Fig. 1: run 1, routed metal, one color a layer
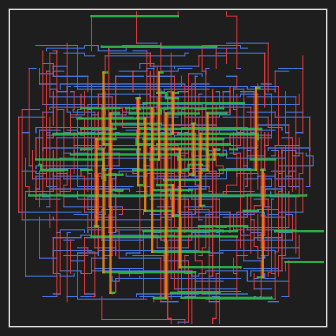
Fig. 2: run 1, routing congestion
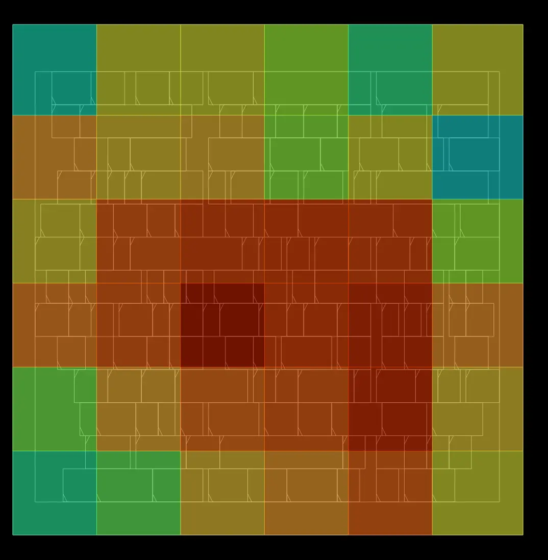
Fig. 3: run 1, clock wires, drivers and flops
Bar = 10 um.
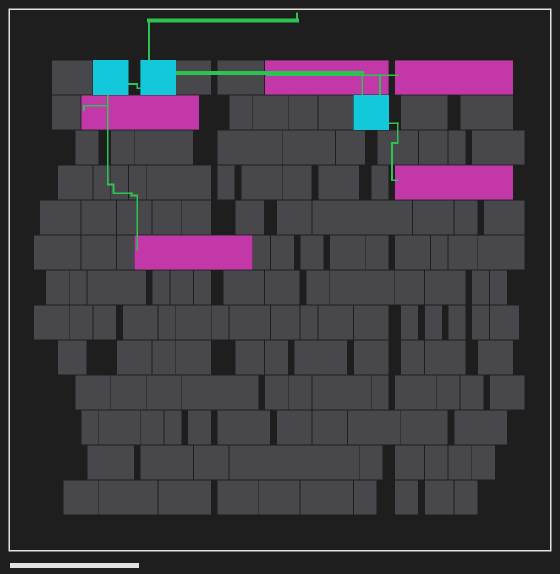
[config.mk]
export PLATFORM = sky130hd
export DESIGN_NAME = int_check
export DESIGN_NICKNAME = d
export VERILOG_FILES = /design/src/rtl/int_check.sv
export SDC_FILE = /design/constraint.sdc
export NUM_CORES = 1
export LEC_CHECK = 0
export CORE_MARGIN = 1.5
export CORE_UTILIZATION = 54
export DETAILED_ROUTE_END_ITERATION = 7
export PLACE_DENSITY = 0.87
export SETUP_SLACK_MARGIN = 0.5
export SYNTH_ARGS = -nofsm -noshare
export SYNTH_HDL_FRONTEND = slang
export SYNTH_SLANG_ARGS = --single-unit
[constraint.sdc]
create_clock -name clk -period 2 [get_ports clk]
set_clock_uncertainty 0.05 [all_clocks]
set_input_delay 0.2 -clock clk [delete_from_list [all_inputs] [get_ports clk]]
set_output_delay 0.2 -clock clk [all_outputs]
set_load 0.01 [all_outputs]
[src/rtl/int_check.sv]
`default_nettype none
// ============================================================================
// Module      : int_check
// Description : Streaming lexical checker for C-style integer declarations of
//               the form "int id {, id} ;". One ASCII character is consumed
//               per clock; out pulses for one cycle after the ';' that closes
//               a well-formed statement.
// Ports       : clk   - system clock, rising-edge active
//               reset - asynchronous, active-low reset
//               in    - ASCII character, sampled on every rising edge
//               out   - registered one-cycle acceptance flag
// Revision    : 1.0 - initial release
// ============================================================================
module int_check (
    input  logic       clk,
    input  logic       reset,
    input  logic [7:0] in,
    output logic       out
);

    localparam logic [7:0] c_chr_space = 8'h20;
    localparam logic [7:0] c_chr_tab   = 8'h09;
    localparam logic [7:0] c_chr_comma = 8'h2C;
    localparam logic [7:0] c_chr_semi  = 8'h3B;
    localparam logic [7:0] c_chr_us    = 8'h5F;
    localparam logic [7:0] c_chr_i     = 8'h69;
    localparam logic [7:0] c_chr_n     = 8'h6E;
    localparam logic [7:0] c_chr_t     = 8'h74;

    typedef enum logic [3:0] {
        S_START = 4'd0,   // between statements, skipping leading WS
        S_T_I   = 4'd1,   // keyword "i" seen
        S_T_N   = 4'd2,   // keyword "in" seen
        S_T_T   = 4'd3,   // keyword "int" seen, WS required next
        S_SEP   = 4'd4,   // expecting an identifier
        S_K_I   = 4'd5,   // identifier "i" so far
        S_K_N   = 4'd6,   // identifier "in" so far
        S_K_INT = 4'd7,   // identifier "int" so far (reserved unless extended)
        S_ID    = 4'd8,   // inside a legal identifier
        S_POST  = 4'd9,   // WS after an identifier
        S_ERR   = 4'd10   // syntax error, waiting for ';'
    } state_t;

    state_t r_state;
    state_t w_next_state;
    logic   w_accept;

    logic w_ws;
    logic w_let;
    logic w_dig;
    logic w_us;
    logic w_comma;
    logic w_semi;
    logic w_idch;     // legal identifier continuation character
    logic w_idstart;  // legal identifier first character

    assign w_ws      = (in == c_chr_space) || (in == c_chr_tab);
    assign w_let     = ((in >= 8'h41) && (in <= 8'h5A)) || ((in >= 8'h61) && (in <= 8'h7A));
    assign w_dig     = (in >= 8'h30) && (in <= 8'h39);
    assign w_us      = (in == c_chr_us);
    assign w_comma   = (in == c_chr_comma);
    assign w_semi    = (in == c_chr_semi);
    assign w_idch    = w_let || w_dig || w_us;
    assign w_idstart = w_let || w_us;

    always_ff @(posedge clk or negedge reset) begin
        if (!reset) begin
            r_state <= S_START;
            out     <= 1'b0;
        end else begin
            r_state <= w_next_state;
            out     <= w_accept;
        end
    end

    always_comb begin
        w_next_state = r_state;
        w_accept     = 1'b0;
        case (r_state)
            S_START: begin
                if (w_semi)               w_next_state = S_START;
                else if (w_ws)            w_next_state = S_START;
                else if (in == c_chr_i)   w_next_state = S_T_I;
                else                      w_next_state = S_ERR;
            end
            S_T_I: begin
                if (in == c_chr_n)        w_next_state = S_T_N;
                else if (w_semi)          w_next_state = S_START;
                else                      w_next_state = S_ERR;
            end
            S_T_N: begin
                if (in == c_chr_t)        w_next_state = S_T_T;
                else if (w_semi)          w_next_state = S_START;
                else                      w_next_state = S_ERR;
            end
            S_T_T: begin
                if (w_ws)                 w_next_state = S_SEP;
                else if (w_semi)          w_next_state = S_START;
                else                      w_next_state = S_ERR;
            end
            S_SEP: begin
                if (w_ws)                 w_next_state = S_SEP;
                else if (in == c_chr_i)   w_next_state = S_K_I;
                else if (w_idstart)       w_next_state = S_ID;
                else if (w_semi)          w_next_state = S_START;
                else                      w_next_state = S_ERR;
            end
            S_K_I, S_K_N: begin
                // "i" and "in" are complete identifiers in their own right;
                // only the exact word "int" is rejected.
                if ((r_state == S_K_I) && (in == c_chr_n))      w_next_state = S_K_N;
                else if ((r_state == S_K_N) && (in == c_chr_t)) w_next_state = S_K_INT;
                else if (w_idch)          w_next_state = S_ID;
                else if (w_ws)            w_next_state = S_POST;
                else if (w_comma)         w_next_state = S_SEP;
                else if (w_semi) begin
                    w_next_state = S_START;
                    w_accept     = 1'b1;
                end else                  w_next_state = S_ERR;
            end
            S_K_INT: begin
                if (w_idch)               w_next_state = S_ID;
                else if (w_semi)          w_next_state = S_START;
                else                      w_next_state = S_ERR;
            end
            S_ID: begin
                if (w_idch)               w_next_state = S_ID;
                else if (w_ws)            w_next_state = S_POST;
                else if (w_comma)         w_next_state = S_SEP;
                else if (w_semi) begin
                    w_next_state = S_START;
                    w_accept     = 1'b1;
                end else                  w_next_state = S_ERR;
            end
            S_POST: begin
                if (w_ws)                 w_next_state = S_POST;
                else if (w_comma)         w_next_state = S_SEP;
                else if (w_semi) begin
                    w_next_state = S_START;
                    w_accept     = 1'b1;
                end else                  w_next_state = S_ERR;
            end
            S_ERR: begin
                if (w_semi)               w_next_state = S_START;
                else                      w_next_state = S_ERR;
            end
            default: begin
                w_next_state = S_START;
            end
        endcase
    end

endmodule
`default_nettype wire

==> flow_summary.ini, run 1 <==
; flow metrics
[synth]
ys_sh_adder = 0
simple_gate_share = 0.443
top_cells_by_count = nor2_1 (13), o21ai_0 (9), a21oi_1 (7)
syn-instance-count = 117
yosysCellCount = 117
edf_count = 0
syn-cell-area_sq_um = 820
yosysWarnings = 0
avgSynthCellArea_sq_um = 7.00
top_area_frac = 0.153

[power_and_ir_drop]
ir_drop_uv = 440
power_density_mw_per_mm2 = 473
power_frac_clock = 0.210
finalPower_mw = 0.552
power_leader = combinational cells
p_comb_frac = 0.572
swShare = 0.405
clk-power_mw = 0.116

[detailed_routing]
ant_nets = 0
drt_iter0_markers = 140
routed.top_layer = met4
firstDrtPassIters = 4
met1_length_um = 1310
vias_per_cell = 7.25

[layout]
fin_cells = 160
nNonClkBuffers = 35
clock_area_frac = 0.0225
seq-cell-share = 0.108
largest_register_ffs = 4
combGateArea_sq_um = 697
clockBufferCount = 4
comb_cells = 97
largest_cell_class = logic gates
mostFrequentLayoutCell = buf_4
drive_above_1_share = 0.352
comb_share = 0.596
flop_area_sq_um = 126

[sta]
fmax_mhz = 621
period_needed_ps = 1610
rsz0062_at_grt = yes
tns_ps = 0
hold_viol_final = 0
slew_viol_final = 0

[worst_setup_path]
crit_end = r_state[1]$_DFF_PN0_
regToRegSetupSlack_ps = 470
crit_chain = clkdlybuf4s15_2 > nor4_4 > buf_4 > o211a_1 > buf_4 > a211oi_2 > o21ba_1 > nand4_1
worstReg2RegStart = r_state[0]$_DFF_PN0_
slowest_delay_ps = 350
startpoint = in[7]
cp-end-kind = flip-flop
cp_slowest_cell = nor4_4
arrival_ps = 1660
reg2reg_depth = 6
cp-start-kind = input port
crit_type = input port to flip-flop

[cts]
cts.clk_slew.worst_paths_ps = 40
cts-root-buf = clkbuf_4
cts_hold_buffers = 0
htree_num_levels = 1
cts_tree = built
clk_latency_ps = 240

[global_routing]
grt_pass1_vias = 1005
grt_start_max_net_pins = 16

[die]
die_y_um = 42.0
die_width_um = 42.0
core_area_sq_mm = 0.00135

[status]
status = finished clean

[placed_design]
port_buffers = 10
hpwl_um = 1930
globalplace.congestion = 0.975
place_ws_ps = -119

[worst_hold_path]
hp-class = input port to async pin

[run]
drv_cap = 0
Back to the opening pictures, Fig. 1:
Key: blue = met1 [wire length 1,310 um]; green = met3 [wire length 397 um]; orange = met4 [wire length 217 um]; red = met2 [wire length 1,400 um]
Total GRT Usage: 0.356
WL/cell: 20.8 um
final WL: 3330 um
Via Count: 1,160

Back to the opening pictures, Fig. 2:
final core occ: 0.866
gr busiest metal: met2
grt met3 use: 0.0913
met1 Track Usage GR: 0.492
global routing met2 resource utilization: 0.550

Back to the opening pictures, Fig. 3:
Key: cyan = cells driving clock nets [count 3]; green = clock wires [length 77.0 um]; magenta = flip-flops [count 5]
There are 4 routed clock nets.

Fig. 4: run 1, signal wires on met3
Bar = 10 um. Cells faint in the background.
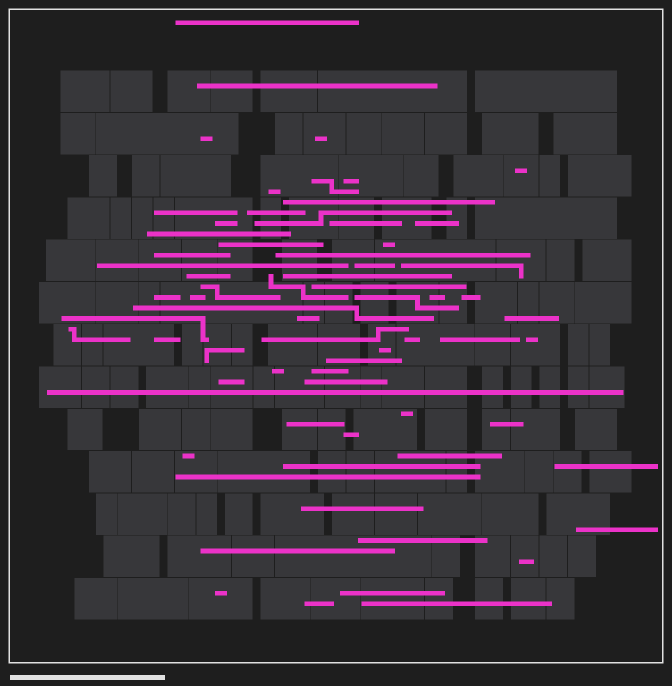

==> run 1 -> run 2 <==
--- a/config.mk
+++ b/config.mk
@@ -6,9 +6,9 @@
 export NUM_CORES = 1
 export LEC_CHECK = 0
 export CORE_MARGIN = 1.5
-export CORE_UTILIZATION = 54
+export CORE_UTILIZATION = 48
 export DETAILED_ROUTE_END_ITERATION = 7
-export PLACE_DENSITY = 0.87
+export PLACE_DENSITY = 0.82
 export SETUP_SLACK_MARGIN = 0.5
 export SYNTH_ARGS = -nofsm -noshare
 export SYNTH_HDL_FRONTEND = slang
==> constraint.sdc (replaced) <==
create_clock -name clk -period 1.3 [get_ports clk]
set_clock_uncertainty 0.05 [all_clocks]
set_input_delay 0.13 -clock clk [delete_from_list [all_inputs] [get_ports clk]]
set_output_delay 0.13 -clock clk [all_outputs]
set_load 0.01 [all_outputs]
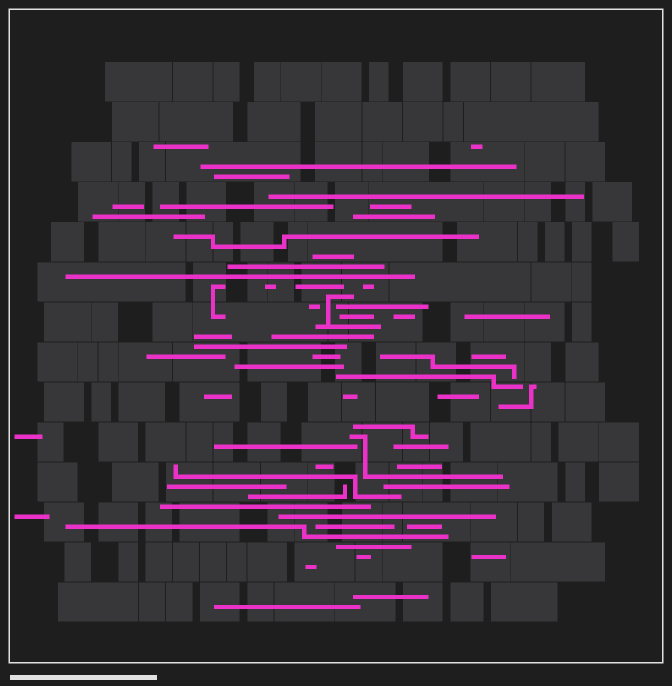
Fig. 5. Signal wires on met3 (run 2).
Bar = 10 um. Cells faint in the background.
37 nets have wire on it. The layer holds 11% of the routed length. The wires run mostly horizontal. The layer carries 397 um of wire. The longest straight run is 23.5 um.

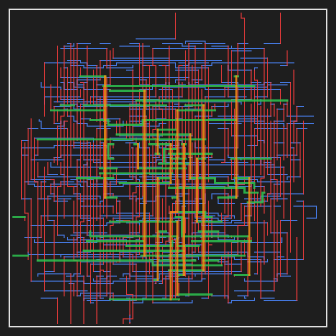
Fig. 6. Routed metal, one color a layer (run 2).
Key: blue = met1 [wire length 1,310 um]; red = met2 [wire length 1,660 um]; green = met3 [wire length 397 um]; orange = met4 [wire length 191 um]
WL/cell: 20.4 um
final WL: 3560 um
Via Count: 1,214
Total GRT Usage: 0.399

==> flow_summary.ini, run 2 <==
; flow metrics
[status]
status = finished with violations
violations = negative setup slack

[die]
die_y_um = 44.3
core_area_sq_mm = 0.00156
die_width_um = 44.3

[detailed_routing]
firstDrtPassIters = 4
drt_iter0_markers = 91
ant_nets = 0
routed.top_layer = met4

[global_routing]
grt_pass1_vias = 1164
globalRouteMet2Util = 0.662
met1_usage = 0.496

[worst_setup_path]
crit_end = r_state[1]$_DFF_PN0_
cp-end-kind = flip-flop
cp-start-kind = flip-flop
startpoint = r_state[1]$_DFF_PN0_
arrival_ps = 1700
regToRegSetupSlack_ps = -250

[placed_design]
hpwl_um = 2420
globalplace.congestion = 0.985
place_ws_ps = -758
port_buffers = 10

[synth]
top_area_frac = 0.153
avgSynthCellArea_sq_um = 7.00
top_cells_by_count = nor2_1 (13), o21ai_0 (9), a21oi_1 (7)
simple_gate_share = 0.443

[layout]
seq-cell-share = 0.0988
largest_register_ffs = 4
largest_cell_class = logic gates
fin_util = 0.820
clockBufferCount = 4
drive_above_1_share = 0.424
comb_cells = 97

[power_and_ir_drop]
finalPower_mw = 0.954
p_comb_frac = 0.569
power_density_mw_per_mm2 = 746
swShare = 0.421

[cts]
htree_num_levels = 1
cts.clk_slew.worst_paths_ps = 50
clk_latency_ps = 270
cts-root-buf = clkbuf_4

[worst_hold_path]
hp-class = input port to async pin

[sta]
fmax_mhz = 647
setup_violations = 5
final.setup.worst_slack_ps = -247
slew_viol_final = 0
period_needed_ps = 1550

[run]
drv_cap = 0
